`src/rtl/paddle_control.sv`:
```
// Paddle position control: synchronizes and debounces four player buttons, then
// steps each paddle's top edge once per video frame, clamped to the active area.
module paddle_control #(
    parameter int DEBOUNCE_CYCLES = 50000,
    parameter int STEP            = 4,
    parameter int BAR_H           = 90,
    parameter int SCREEN_H        = 480,
    parameter int INIT_Y          = 195
) (
    input  logic       clk_in,
    input  logic       i_rst,
    input  logic [9:0] o_x,
    input  logic [8:0] o_y,
    input  logic       btn_up1_n,
    input  logic       btn_dn1_n,
    input  logic       btn_up2_n,
    input  logic       btn_dn2_n,
    output logic [8:0] pos_yBarra1,
    output logic [8:0] pos_yBarra2,
    output logic       frame_tick
);

    localparam logic [15:0] DEB_LAST = 16'(DEBOUNCE_CYCLES - 1);
    localparam logic [9:0]  STEP_W   = 10'(STEP);
    localparam logic [9:0]  YMAX     = 10'(SCREEN_H - BAR_H);
    localparam logic [8:0]  INIT_W   = 9'(INIT_Y);

    // Button index: 0 = up1, 1 = dn1, 2 = up2, 3 = dn2. All levels active-low.
    logic [3:0]  raw_n;
    logic [3:0]  sync1_q, sync1_d;
    logic [3:0]  sync2_q, sync2_d;
    logic [3:0]  stable_q, stable_d;
    logic [15:0] cnt_q [4];
    logic [15:0] cnt_d [4];
    logic        hit, hit_d_q, hit_d_d;
    logic [8:0]  pos1_q, pos1_d;
    logic [8:0]  pos2_q, pos2_d;

    assign raw_n = {btn_dn2_n, btn_up2_n, btn_dn1_n, btn_up1_n};

    // Widened to 10 bits so y + STEP cannot wrap before the clamp compares it.
    function automatic logic [8:0] next_y(input logic [8:0] y, input logic up, input logic dn);
        logic [9:0] y_w;
        logic [9:0] r;
        y_w = {1'b0, y};
        r   = y_w;
        if (up && !dn) begin
            r = (y_w >= STEP_W) ? y_w - STEP_W : 10'd0;
        end else if (dn && !up) begin
            r = (y_w + STEP_W >= YMAX) ? YMAX : y_w + STEP_W;
        end
        return r[8:0];
    endfunction

    // NOTE: every output of this block gets a default first so no latch is inferred.
    always_comb begin
        sync1_d  = raw_n;
        sync2_d  = sync1_q;
        stable_d = stable_q;
        for (int k = 0; k < 4; k++) begin
            cnt_d[k] = cnt_q[k];
            if (sync2_q[k] == stable_q[k]) begin
                cnt_d[k] = '0;
            end else if (cnt_q[k] == DEB_LAST) begin
                stable_d[k] = sync2_q[k];
                cnt_d[k]    = '0;
            end else begin
                cnt_d[k] = cnt_q[k] + 16'd1;
            end
        end

        hit        = (o_x == 10'd639) && (o_y == 9'd479);
        hit_d_d    = hit;
        frame_tick = hit && !hit_d_q && !i_rst;

        pos1_d = pos1_q;
        pos2_d = pos2_q;
        if (frame_tick) begin
            pos1_d = next_y(pos1_q, ~stable_q[0], ~stable_q[1]);
            pos2_d = next_y(pos2_q, ~stable_q[2], ~stable_q[3]);
        end
    end

    // NOTE: state is updated with non-blocking assignments only; the debounce
    // counters are reset too, so a partial count never survives i_rst.
    always_ff @(posedge clk_in) begin
        if (i_rst) begin
            sync1_q  <= '1;
            sync2_q  <= '1;
            stable_q <= '1;
            for (int k = 0; k < 4; k++) begin
                cnt_q[k] <= '0;
            end
            hit_d_q  <= 1'b0;
            pos1_q   <= INIT_W;
            pos2_q   <= INIT_W;
        end else begin
            sync1_q  <= sync1_d;
            sync2_q  <= sync2_d;
            stable_q <= stable_d;
            for (int k = 0; k < 4; k++) begin
                cnt_q[k] <= cnt_d[k];
            end
            hit_d_q  <= hit_d_d;
            pos1_q   <= pos1_d;
            pos2_q   <= pos2_d;
        end
    end

    assign pos_yBarra1 = pos1_q;
    assign pos_yBarra2 = pos2_q;

endmodule

```
`config.mk`:
```
export PLATFORM = sky130hd
export DESIGN_NAME = paddle_control
export DESIGN_NICKNAME = d
export VERILOG_FILES = /design/src/rtl/paddle_control.sv
export SDC_FILE = /design/constraint.sdc
export NUM_CORES = 1
export LEC_CHECK = 0
export ABC_CLOCK_PERIOD_IN_PS = 2400
export CAP_MARGIN = 10
export CORE_ASPECT_RATIO = 1.75
export CORE_UTILIZATION = 39
export CTS_CLUSTER_DIAMETER = 120
export CTS_CLUSTER_SIZE = 40
export DETAILED_ROUTE_END_ITERATION = 12
export PLACE_DENSITY = 0.55
export SLEW_MARGIN = 20
export SYNTH_ARGS = -nofsm -noshare
export SYNTH_HDL_FRONTEND = slang
export SYNTH_SLANG_ARGS = --single-unit
```
`constraint.sdc`:
```
create_clock -name clk_in -period 2.4 [get_ports clk_in]
set_input_delay 0.72 -clock clk_in [delete_from_list [all_inputs] [get_ports clk_in]]
set_output_delay 0.72 -clock clk_in [all_outputs]
set_load 0.01 [all_outputs]
```
==> summary.txt, run 1 <==
Dominant kind of combinational cell: simple AND/OR/NAND/NOR gates
Y dimension of the die: 149 um
Number of enable flip-flop cells: 0
Share of layout cells above drive strength 1: 14.2%
Final min period: 2390 ps
Register with the highest flop count: cnt_q
Crit share post-route: 99.4%
Cell depth of the worst min-delay path: 1
FILL cells: 1199
Number of port buffers: 43
Largest register FFs: 64
LEAKAGE: 2.08 nW
Area-dominant cell class after layout: combinational gates
Non-clk invs: 17
Number of violations of the max-capacitance limit: 0
Nets@finish: 678
Cts hold-fix bufs: 0
Worst Slack Setup Final: 14.5 ps
Yosys simple share: 29.6%
Initial core utilization: 40.0%
Routed wire length on met2: 5.59 mm
Ys Warns: 0
Multi-input gate share of total cell area: 46.2%
Clkbuf count: 9
Number of standard cells after synthesis: 577
Number of global-route vias before repair: 4161
Last element of the critical path: frame_tick
Cell occurring most often along the worst timing path: buf_2
Combined global-route utilization of all metal layers: 18.6%
Number of antenna violations at the first check in global routing: 1
Highest net fanout along the worst path: 2
Cell-by-cell trace of the critical path: buf_2 -> and4bb_2 -> and3_4 -> nand2_4 -> nor2_2 -> buf_2
Setup WS pre-CTS: -725 ps
Total length of routed met3 wires: 427 um
Area share of the leading cell type in the synthesized netlist: 39.7%
Yosys xor share: 11.5%
Fraction of the mapped netlist area in adder cells: 3.13%
Logic area: 0.00271 mm^2
Num CTS Buffers: 9
Cell at the slowest stage of the critical path: and4bb_2
Sequential cell area share: 32.5%
Aoi share: 10.9%
Post-synthesis sequential area ratio: 39.7%
Outcome: complete, no violations
Switching share of power: 21.1%
Required time reported for the critical path endpoint: 1680 ps
Detailed placer's ending HPWL: 7.88 mm
Seq cells post-synth: 95
Number of I/O pins: 44
Path length in cells of the critical path: 6
Largest net degree at the start of global routing: 31
Hold_sp: sync1_q[1]
Number of OpenROAD warnings: 30
Slew Limit Headroom: 62.5%
Global-route wire length before repair: 18.9 mm
Number of diodes: 0
Relative area of non-clock buffer cells in the final design: 11.6%
Maximum vdd ir drop: 0.000324 V
Number of optimization iterations in the first detailed-route pass: 4
Die width: 85.8 um
Hold Path Sink: sync2_q[1]
End-of-flow core utilization: 48.8%
Seq Cell Count: 95
Synthesized netlist net count: 614
Register-to-register setup slack: 220 ps
Data arrival time of the critical path: 1670 ps
Switch Pwr: 0.650 mW
Wirelength per Cell: 13.5 um
Clock transition at the registers of the reported paths: 70 ps
# placed instances: 784
Source-to-sink clock delay at the later pin of the worst-skew pair: 340 ps
Post-route cell area: 0.00585 mm^2
Hold/Removal Path Class: reg -> reg
Clock tree from TritonCTS: built
Slew Limit Fails: 0
Power Density: 526 mW/mm^2
Reg area: 0.00190 mm^2
Post-synthesis cell type with the largest combined area: dfxtp_1
Number of distinct standard cells referenced by the synthesized netlist: 68
Portion of netlist area occupied by mux cells: 0.861%
Most used routing layer in global routing: met2
Post-DR vias/cell: 5.18
Chip area: 0.0128 mm^2
Family of cells with the greatest summed delay on the critical path: simple AND/OR/NAND/NOR gates
Synth cell count leaders: dfxtp_1, nor2_1, nand2_1
Final cell count without fillers: 811
Multi-input comb cells: 437
Highest routing layer actually used: met5
Post-route antenna net violation count: 0
Transition at the pin with the smallest max-transition slack: 562 ps
Final Hold Viols: 0
Worst hold slack across all endpoints: 411 ps
Worst-case clock skew: 6.01 ps
Critical path start-end classification: in -> out
Metal1 wirelength: 4.69 mm
Well-Tap Cells: 165
Number of ordinary and repair buffers in the finished layout: 81
Critical R2R Capture: pos_yBarra2[6]
Portion of total power attributed to sequential cells: 51.6%
Count of standard-cell rows: 53
Cell-internal power: 2.43 mW
Reg2reg start: pos_yBarra2[3]
Final Power: 3.08 mW
Area of the synthesized netlist per yosys stat: 0.00480 mm^2
Total gr overflow: 0
Clock group share of total power: 46.3%
Critical Path Source: o_y[5]
CTS max path bufs: 2
Cell Area, Synth: 0.00480 mm^2
Setup crit end kind: primary output
Number of cell instances after yosys synthesis: 577
Violation count after the first detailed-routing iteration: 190
Highest clock rate: 0.419 GHz
Proportion of cell area spent on the clock network: 5.09%
Most numerous logic cell after layout: dfxtp_1
Total clock sinks: 95
Area of the core region: 0.0120 mm^2
Final setup viols: 0
Worst Reg-to-Reg Cells: 6
[run 1: repair_timing]
| item | 4_1_cts | 5_1_grt |
|---|---|---|
| setup endpoints to repair | 7 | 2 |
| resized | 35 | 9 |
| pin swaps | 9 | 5 |
| buffers inserted | 11 | 1 |
[run 1: power by group through the flow]
stage               combinational (mW)  clock (mW)  sequential [mW]
finish                          0.0666        1.43             1.59
global route                    0.0752        1.54             1.59
CTS                             0.0669        1.47             1.59
detailed placement              0.0770           0             1.62
global placement                0.0762           0             1.62
floorplan                       0.0297           0             1.62
[run 1: worst reg2reg max path, delay by kind of cell (launching register included)]
family                   cells  cell delay [ps]
flip-flops                   1              450
adder cells (fa/ha/maj)      1              340
AND/OR/NAND/NOR              2              370
AND-OR/OR-AND                3              910
### The metal 1 layer, run 1

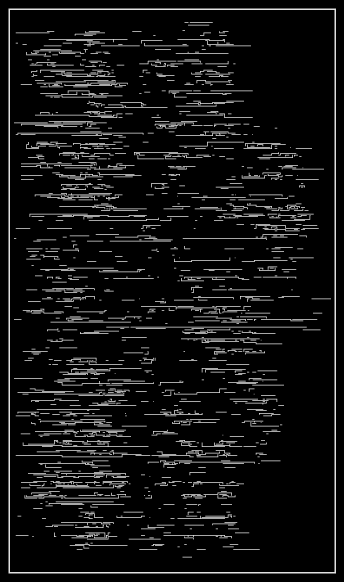
main direction = horizontal
nets with wire on the layer = 619
met1 usage: 20.6%
overall via count from detail_route: 4201
overall routed net length: 10.9 mm

### Met2 routing, run 1

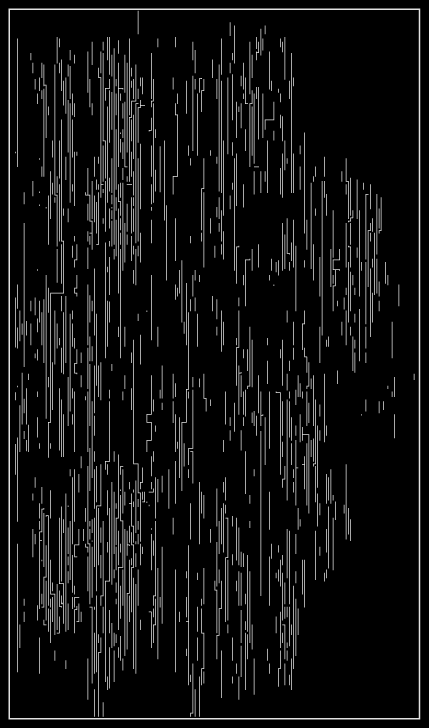
longest straight run = 41.1 um
main direction = vertical
met2 track utilization from global routing: 33.6%

### M3 wires, run 1

Scale bar: 20 um. Cells faint in the background.
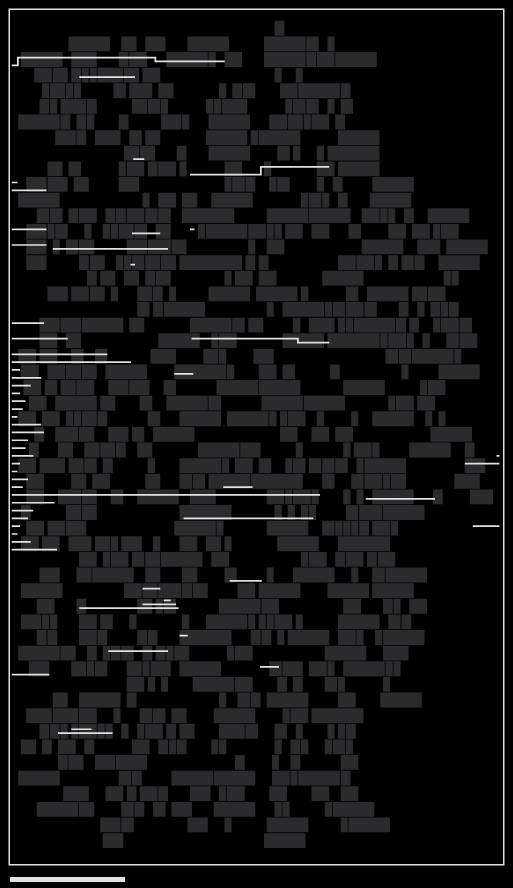
longest straight run = 53.4 um
wire length on this layer = 428 um
nets with wire on the layer = 49
share of all routed wire = 3.9%
met3 routing resource usage after global routing: 4.66%

### The metal 4 layer, run 1

Scale bar: 20 um.
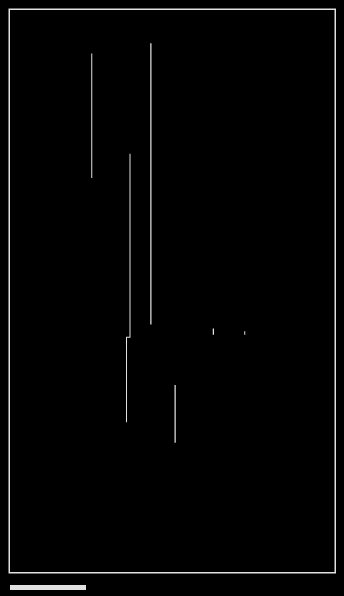
share of all routed wire = 1.8%
wire length on this layer = 195 um
main direction = vertical
longest straight run = 74.1 um
nets with wire on the layer = 5

### Track usage over the die, run 1

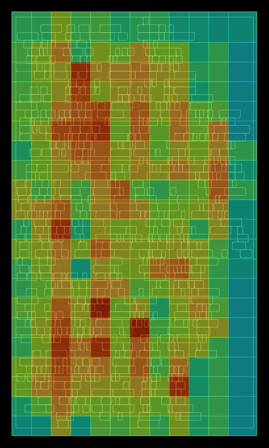

## Run 2: what changed since run 1
Settings changed: ABC_AREA set to 1.
### Track usage over the die, run 2

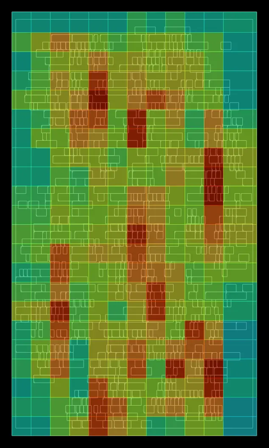
Wirelength per Cell: 11.9 um
met1 usage: 20.1%

==> run 2 against run 1 <==
  * Combinational power rose by 19%
  * Fmax rose by 3.4%
  * Clock skew rose by 2.6 ps
  * Critical path type unchanged
  * Critical endpoint unchanged
  * Largest cell class unchanged
==> summary.txt, run 2 <==
Outcome: complete, no violations
Final min period: 2310 ps (-78.5 ps)
Post-synthesis sequential area ratio: 37.8% (-1.9 points)
Most used routing layer in global routing: met2
CTS max path bufs: 2 (unchanged)
Highest net fanout along the worst path: 3 (+1)
Total clock sinks: 95 (unchanged)
Final cell count without fillers: 944 (+16%)
Worst-case clock skew: 8.59 ps (+2.58 ps)
Initial core utilization: 40.3% (+0.31 points)
Yosys xor share: 4.70% (-6.8 points)
Last element of the critical path: frame_tick
Hold_sp: sync1_q[0]
Number of ordinary and repair buffers in the finished layout: 71 (-12%)
Synth cell count leaders: nand2_1, dfxtp_1, nor2_1
Number of standard cells after synthesis: 704 (+22%)
Maximum vdd ir drop: 0.000345 V (+6.5%)
Post-cts gate resize count: 25 (-29%)
Non-clk invs: 87 (+70)
Cell Area, Synth: 0.00503 mm^2 (+5.0%)
Y dimension of the die: 152 um (+2.4%)
Highest routing layer actually used: met4
Met2 track utilization from global routing: 32.6% (-1.0 points)
Worst Reg-to-Reg Cells: 12 (+6)
Post-DR vias/cell: 4.92 (-5.1%)
Highest clock rate: 0.433 GHz (+3.4%)
Largest net degree at the start of global routing: 18 (-42%)
Most numerous logic cell after layout: nand2_1
Violation count after the first detailed-routing iteration: 189 (-0.53%)
Post-route antenna net violation count: 0 (unchanged)
Clock group share of total power: 48.4% (+2.1 points)
Register-to-register setup slack: 430 ps (+210 ps)
Sequential cell area share: 31.1% (-1.4 points)
Chip area: 0.0134 mm^2 (+4.9%)
Nets@finish: 808 (+19%)
Transition at the pin with the smallest max-transition slack: 740 ps (+177 ps)
Synthesized netlist net count: 741 (+21%)
Clkbuf count: 10 (+1)
Register with the highest flop count: cnt_q
Final Hold Viols: 0 (unchanged)
Data arrival time of the critical path: 1590 ps (-80 ps)
Final Power: 3.23 mW (+4.9%)
Number of global-route vias before repair: 4575 (+9.9%)
# placed instances: 913 (+16%)
Well-Tap Cells: 168 (+1.8%)
Setup crit end kind: primary output
Reg area: 0.00190 mm^2 (unchanged)
Cell at the slowest stage of the critical path: dlygate4sd2_1
Cts hold-fix bufs: 0 (unchanged)
Proportion of cell area spent on the clock network: 5.43% (+0.34 points)
Setup WS pre-CTS: -584 ps (+140 ps)
Hold/Removal Path Class: reg -> reg
Cell-by-cell trace of the critical path: dlygate4sd2_1 -> inv_6 -> nand4_4 -> nor2_2 -> nand3_2 -> inv_2 -> buf_6
Die width: 87.9 um (+2.4%)
Cell-internal power: 2.57 mW (+5.9%)
Clock tree from TritonCTS: built
Area of the core region: 0.0125 mm^2 (+4.1%)
Seq cells post-synth: 95 (unchanged)
Switching share of power: 20.3% (-0.76 points)
Number of violations of the max-capacitance limit: 0 (unchanged)
Yosys simple share: 36.9% (+7.3 points)
Number of antenna violations at the first check in global routing: 0 (-1)
Number of cell instances after yosys synthesis: 704 (+22%)
Slew Limit Headroom: 50.5% (-12 points)
Power Density: 529 mW/mm^2 (+0.52%)
Portion of netlist area occupied by mux cells: 0% (-0.86 points)
Area of the synthesized netlist per yosys stat: 0.00503 mm^2 (+5.0%)
Detailed placer's ending HPWL: 8.58 mm (+8.8%)
Number of OpenROAD warnings: 30 (unchanged)
Ys Warns: 0 (unchanged)
Global-route wire length before repair: 19.6 mm (+3.4%)
End-of-flow core utilization: 48.9% (+0.094 points)
Number of distinct standard cells referenced by the synthesized netlist: 43 (-37%)
Num CTS Buffers: 9 (unchanged)
Seq Cell Count: 95 (unchanged)
Aoi share: 9.07% (-1.9 points)
Number of port buffers: 43 (unchanged)
Switch Pwr: 0.657 mW (+1.1%)
Metal1 wirelength: 4.67 mm (-0.53%)
Final setup viols: 0 (unchanged)
Dominant kind of combinational cell: simple AND/OR/NAND/NOR gates
Number of enable flip-flop cells: 0 (unchanged)
Multi-input gate share of total cell area: 44.2% (-2.0 points)
Fraction of the mapped netlist area in adder cells: 2.98% (-0.15 points)
Logic area: 0.00270 mm^2 (-0.23%)
Slew Limit Fails: 0 (unchanged)
Reg2reg start: pos_yBarra2[2]
Portion of total power attributed to sequential cells: 49.1% (-2.5 points)
LEAKAGE: 2.30 nW (+11%)
Number of diodes: 0 (unchanged)
Area share of the leading cell type in the synthesized netlist: 37.8% (-1.9 points)
### M3 wires, run 2

Scale bar: 20 um. Cells faint in the background.
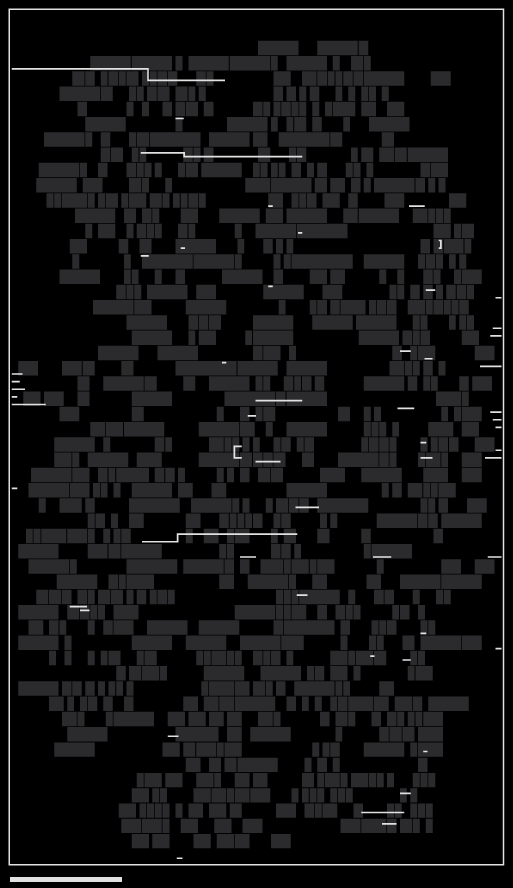
main direction = horizontal
share of all routed wire = 1.7%
nets with wire on the layer = 36
longest straight run = 24.1 um
overall routed net length: 11.3 mm
met3 routing resource usage after global routing: 2.44%
overall via count from detail_route: 4642

## run 2: cell count changes in the layout (fill, tap and decap cells not counted), moves of 8 or more
cell / delta
inv_1: +64
buf_4: -10
or3_1: -8
nand3_2: +8
nor3_1: +15
and3_1: -16
xor2_1: -13
xnor2_1: -23
nand4_1: +13
nand3_1: +10
nor3b_1: +10
a21oi_1: +33
nand2_1: +87
## run 2: power by group through the flow
stage / clock [mW] / sequential, mW / combinational [mW]
6_report: 1.56 / 1.59 / 0.0794
3_5_place_dp: 0 / 1.62 / 0.0854
5_1_grt: 1.68 / 1.59 / 0.0879
4_1_cts: 1.62 / 1.59 / 0.0798
2_1_floorplan: 0 / 1.62 / 0.0337
3_3_place_gp: 0 / 1.62 / 0.0836
Power is estimated from default activity; no workload was simulated.
